File: src/rtl/irq_arbiter.sv
// irq_arbiter: synchronises peripheral interrupt lines, latches rising edges, and
// presents the lowest-index enabled pending source to the interrupt controller.
`timescale 1ns/1ps
module irq_arbiter #(
  parameter int unsigned N_SRC      = 16,
  parameter logic [15:0] EDGE_MASK  = 16'h0000,
  parameter logic [31:0] CAUSE_BASE = 32'h1000_0010
) (
  input  logic             clk_i,
  input  logic             rst_i,
  input  logic [N_SRC-1:0] irq_src_i,
  input  logic [N_SRC-1:0] irq_en_i,
  input  logic             irq_taken_i,
  input  logic             irq_ret_i,
  output logic             irq_req_o,
  output logic [31:0]      irq_cause_o,
  output logic [3:0]       irq_id_o,
  output logic [N_SRC-1:0] irq_clr_o
);

  localparam logic [1:0] ST_IDLE = 2'd0;
  localparam logic [1:0] ST_REQ  = 2'd1;
  localparam logic [1:0] ST_SVC  = 2'd2;

  localparam logic [N_SRC-1:0] EDGE_SRC = EDGE_MASK[N_SRC-1:0];
  localparam logic [N_SRC-1:0] LSB_ONE  = N_SRC'(1'b1);

  logic [N_SRC-1:0] s1_q, s2_q, s3_q;
  logic [N_SRC-1:0] pend_q, pend_d;
  logic [N_SRC-1:0] pending_s, eligible_s, id_onehot_s;
  logic             id_eligible_s;
  logic [3:0]       sel_s;
  logic [1:0]       state_q, state_d;
  logic [3:0]       id_q, id_d;
  logic             req_q, req_d;
  logic [31:0]      cause_q, cause_d;
  logic [3:0]       id_out_q, id_out_d;
  logic [N_SRC-1:0] clr_q, clr_d;

  // Two-stage synchroniser plus one history stage for rising-edge detection.
  always_ff @(posedge clk_i or negedge rst_i) begin
    if (!rst_i) begin
      s1_q <= {N_SRC{1'b0}};
      s2_q <= {N_SRC{1'b0}};
      s3_q <= {N_SRC{1'b0}};
    end else begin
      s1_q <= irq_src_i;
      s2_q <= s1_q;
      s3_q <= s2_q;
    end
  end

  // Level sources follow the synchronised line; edge sources use the latched bit.
  assign pending_s     = (pend_q & EDGE_SRC) | (s2_q & ~EDGE_SRC);
  assign eligible_s    = pending_s & irq_en_i;
  assign id_onehot_s   = LSB_ONE << id_q;
  assign id_eligible_s = |(eligible_s & id_onehot_s);

  // Lowest-index eligible source wins.
  always_comb begin
    sel_s = 4'd0;
    for (int i = N_SRC - 1; i >= 0; i--) begin
      sel_s = eligible_s[i] ? 4'(i) : sel_s;
    end
  end

  // Next-state, pending update and next output values.
  always_comb begin
    state_d = state_q;
    id_d    = id_q;
    clr_d   = {N_SRC{1'b0}};
    case (state_q)
      ST_IDLE: begin
        if (|eligible_s) begin
          state_d = ST_REQ;
          id_d    = sel_s;
        end else begin
          state_d = ST_IDLE;
        end
      end
      ST_REQ: begin
        // A taken pulse beats a simultaneous withdraw.
        if (irq_taken_i) begin
          state_d = ST_SVC;
        end else if (!id_eligible_s) begin
          state_d = ST_IDLE;
        end else begin
          state_d = ST_REQ;
        end
      end
      ST_SVC: begin
        if (irq_ret_i) begin
          state_d = ST_IDLE;
          clr_d   = id_onehot_s;
        end else begin
          state_d = ST_SVC;
        end
      end
      default: begin
        state_d = ST_IDLE;
      end
    endcase

    // New edges are OR-ed in after the clear so a coincident edge survives.
    pend_d   = ((pend_q & ~clr_d) | (s2_q & ~s3_q)) & EDGE_SRC;
    req_d    = (state_d == ST_REQ);
    cause_d  = (state_d == ST_IDLE) ? 32'd0 : (CAUSE_BASE + {28'd0, id_d});
    id_out_d = (state_d == ST_IDLE) ? 4'd0 : id_d;
  end

  // State, selection, pending and registered outputs.
  always_ff @(posedge clk_i or negedge rst_i) begin
    if (!rst_i) begin
      state_q  <= ST_IDLE;
      id_q     <= 4'd0;
      pend_q   <= {N_SRC{1'b0}};
      req_q    <= 1'b0;
      cause_q  <= 32'd0;
      id_out_q <= 4'd0;
      clr_q    <= {N_SRC{1'b0}};
    end else begin
      state_q  <= state_d;
      id_q     <= id_d;
      pend_q   <= pend_d;
      req_q    <= req_d;
      cause_q  <= cause_d;
      id_out_q <= id_out_d;
      clr_q    <= clr_d;
    end
  end

  assign irq_req_o   = req_q;
  assign irq_cause_o = cause_q;
  assign irq_id_o    = id_out_q;
  assign irq_clr_o   = clr_q;

endmodule

File: config.mk
export PLATFORM = sky130hd
export DESIGN_NAME = irq_arbiter
export DESIGN_NICKNAME = d
export VERILOG_FILES = /design/src/rtl/irq_arbiter.sv
export SDC_FILE = /design/constraint.sdc
export NUM_CORES = 1
export LEC_CHECK = 0
export ABC_AREA = 0
export CAP_MARGIN = 20
export CORE_UTILIZATION = 40
export CTS_CLUSTER_SIZE = 40
export DETAILED_ROUTE_END_ITERATION = 16
export GPL_TIMING_DRIVEN = 0
export PLACE_DENSITY = 0.75
export SYNTH_ARGS = -nofsm -noshare
export SYNTH_HDL_FRONTEND = slang
export SYNTH_SLANG_ARGS = --single-unit
export TNS_END_PERCENT = 20
File: constraint.sdc
create_clock -name clk_i -period 1.7 [get_ports clk_i]
set_input_delay 0.255 -clock clk_i [delete_from_list [all_inputs] [get_ports clk_i]]
set_output_delay 0.255 -clock clk_i [all_outputs]
set_load 0.01 [all_outputs]
**Metal 4**

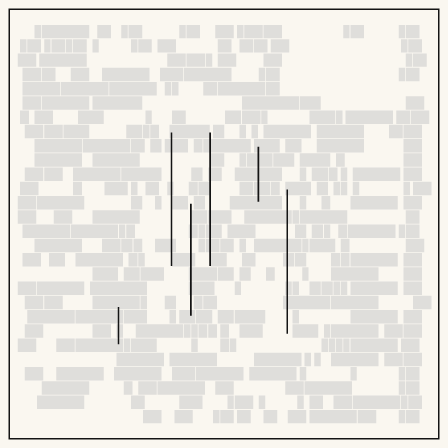
5 nets have wire on it. The longest straight run is 27.2 um.

**Zoomed window**

Region (49, 8) to (74, 33) um. Cells in grey, sequential cells in the stronger grey; small squares are vias.
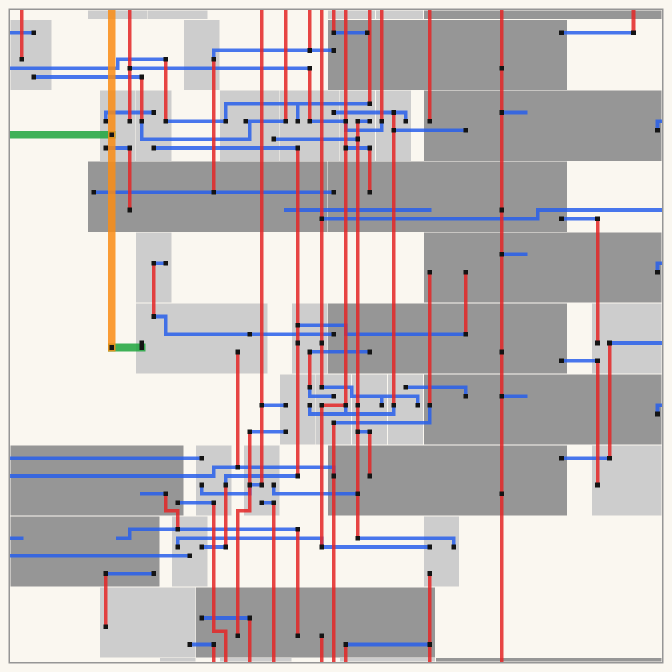
metal 4: shown in orange. metal 1: shown in blue. metal 3: shown in green. metal 2: shown in red.
33 logic cells have their middle in the window. Netlist names of flops here include `irq_clr_o` (11). Most frequent: nor2_1 (12), dfrtp_1 (11), clkdlybuf4s50_1 (3). Sequential cells in the window: 11.

**PDN straps and rails**

Scale bar: 20 um. Pins as bars on the die edge. Tap cells in grey.
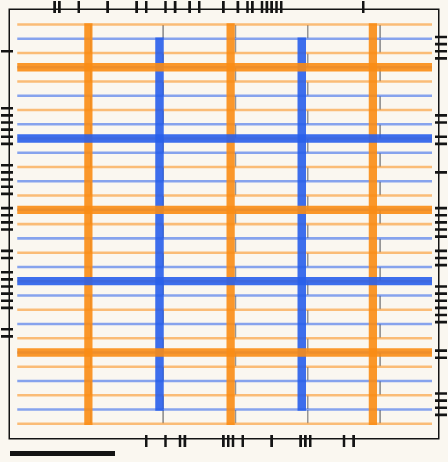
VDD: shown in blue. VSS: shown in orange.
The core has 28 rows. 29 met1 rails follow the rows. 89 signal pins sit on the boundary.

**Routing congestion**

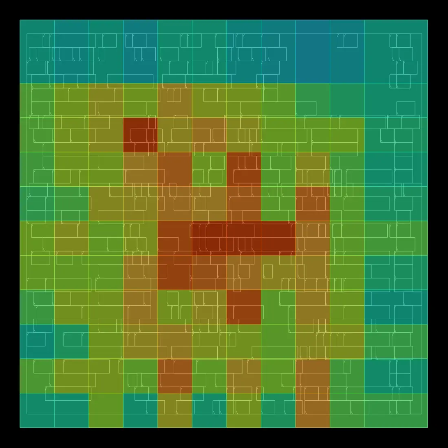
met3 Resource Use GR: 6.000%
met1 Use GR: 20.23%
Routed WL per cell: 13.05 um

==> run_summary.xml <==
<?xml version="1.0" encoding="UTF-8"?>
<metrics>
  <group name="run_status">
    <metric name="status" unit="">finished with violations</metric>
    <metric name="violations" unit="">negative setup slack</metric>
  </group>
  <group name="timing">
    <metric name="clock.fmax" unit="MHz">573.4</metric>
    <metric name="timing.final.ws_setup" unit="ps">-44.06</metric>
    <metric name="period_used_share" unit="%">102.6</metric>
    <metric name="finalSetupViolCount" unit="">1</metric>
    <metric name="tns" unit="ps">-44.06</metric>
    <metric name="setup_repair_after_global_routing_missed_its_margin" unit="">true</metric>
  </group>
  <group name="route">
    <metric name="detail_route.vias_per_cell" unit="">4.752</metric>
    <metric name="num_vias" unit="">1920</metric>
    <metric name="drc_violations_left" unit="">0</metric>
    <metric name="highest-signal-layer" unit="">met4</metric>
    <metric name="wl_met3" unit="um">356</metric>
    <metric name="detail-route-antenna-nets" unit="">0</metric>
  </group>
  <group name="clocking">
    <metric name="cts_setup_buffers" unit="">6</metric>
    <metric name="clock-sinks" unit="">60</metric>
    <metric name="clock_path_buffers" unit="">2</metric>
    <metric name="cts_hold_repair.buffers" unit="">1</metric>
    <metric name="clock_transition_time_at_the_flip_flop_clock_pins_of_the_worst_setup_and_hold_paths" unit="ps">60</metric>
    <metric name="clock.latency.late_pin" unit="ps">320</metric>
    <metric name="tritoncts_clock_tree" unit="">yes</metric>
  </group>
  <group name="placement">
    <metric name="placement.io_buffers" unit="">62</metric>
    <metric name="placed_cells_incl_taps" unit="">380</metric>
  </group>
  <group name="global_routing">
    <metric name="via_count_of_the_first_global_routing_pass" unit="">1789</metric>
    <metric name="largest_net_degree_at_the_start_of_global_routing" unit="">33</metric>
  </group>
  <group name="die">
    <metric name="floorplan.die_area" unit="mm^2">0.006666</metric>
    <metric name="tap_cells" unit="">75</metric>
  </group>
  <group name="worst_setup_path">
    <metric name="reg2reg_slack" unit="ps">-10</metric>
    <metric name="start_kind" unit="">primary input</metric>
    <metric name="timing.critical_path.arrival" unit="ps">1960</metric>
    <metric name="crit_type" unit="">primary input to flop</metric>
  </group>
  <group name="min_path">
    <metric name="min_to" unit="">pending_s[1]$_DFF_PN0_</metric>
    <metric name="hold_path_cells" unit="">0</metric>
  </group>
  <group name="logic_synthesis">
    <metric name="ys.flops" unit="">60</metric>
    <metric name="synth_top_area_share" unit="%">59.17</metric>
    <metric name="synth-warning-count" unit="">0</metric>
    <metric name="synth_async_sr_flop_share" unit="%">100.0</metric>
  </group>
  <group name="power">
    <metric name="maximum_vdd_ir_drop" unit="uV">806.4</metric>
    <metric name="cellLeakagePower" unit="nW">1.694</metric>
    <metric name="power.density_cell_area" unit="mW/mm^2">1301</metric>
  </group>
  <group name="layout">
    <metric name="flow.area_growth_from_synthesis" unit="%">45.12</metric>
    <metric name="drive_gt1_share" unit="%">24.92</metric>
    <metric name="sequential_cell_area" unit="mm^2">0.001503</metric>
    <metric name="fillCellCount" unit="">514</metric>
    <metric name="comb_area_share" unit="%">24.06</metric>
  </group>
  <group name="run">
    <metric name="log.warning_count" unit="">27</metric>
  </group>
</metrics>
[worst max path at each step]
stage,startpoint,endpoint,slack (ps),cells after the start
after floorplan,state_q[1]$_DFF_PN0_,irq_id_o[1]$_DFF_PN0_,100,5
after global placement,rst_i,irq_clr_o[2]$_DFF_PN0_,-1320,1
after detailed placement,irq_en_i[9],irq_id_o[1]$_DFF_PN0_,-420,6
after CTS,pending_s[9]$_DFF_PN0_,irq_id_o[1]$_DFF_PN0_,1,5
final,irq_en_i[8],irq_id_o[1]$_DFF_PN0_,-40,6
after global routing,id_q[3]$_DFF_PN0_,irq_cause_o[3]$_DFF_PN0_,-50,7
[layer usage]
layer | up-vias | GRT usage [%]
met2 | 79 | 29.42
met3 | 14 | 6.000
met4 | 0 | 8.947
li1 | 921 | -
met1 | 906 | 20.23
met5 | - | 0
[cell families after synthesis]
kind of cell           after synthesis  synth area share [%]
and+or+nand+nor                     72                 13.81
DFF                                 60                 59.17
AOI/OAI and AO/OA                   42                 14.94
buffers and inverters               41                 11.34
muxes                                1                0.5915
other                                1                0.1478
[metrics by stage]
step | setup slack [ps] | power (mW) | area, um^2 | hold WS, ps | utilization (%)
after detailed placement | -417.0 | 3.343 | 3361 | 311.6 | 55.77
final | -44.06 | 4.790 | 3682 | 346.4 | 61.11
after global placement | -1320 | 3.324 | 3346 | 331.6 | 55.52
after global routing | -51.89 | 5.085 | 3682 | 350.1 | 61.11
after CTS | 1.107 | 4.774 | 3655 | 348.3 | 60.65
after floorplan | 102.7 | 2.751 | 2631 | -40.59 | -
[power breakdown]
group	internal (mW)	switching, mW
Clock	0.827	0.512
Sequential	1.61	0.118
Combinational	0.879	0.840
Total	3.32	1.47
Power figures rest on the tool's default switching activity, not on a simulated workload.
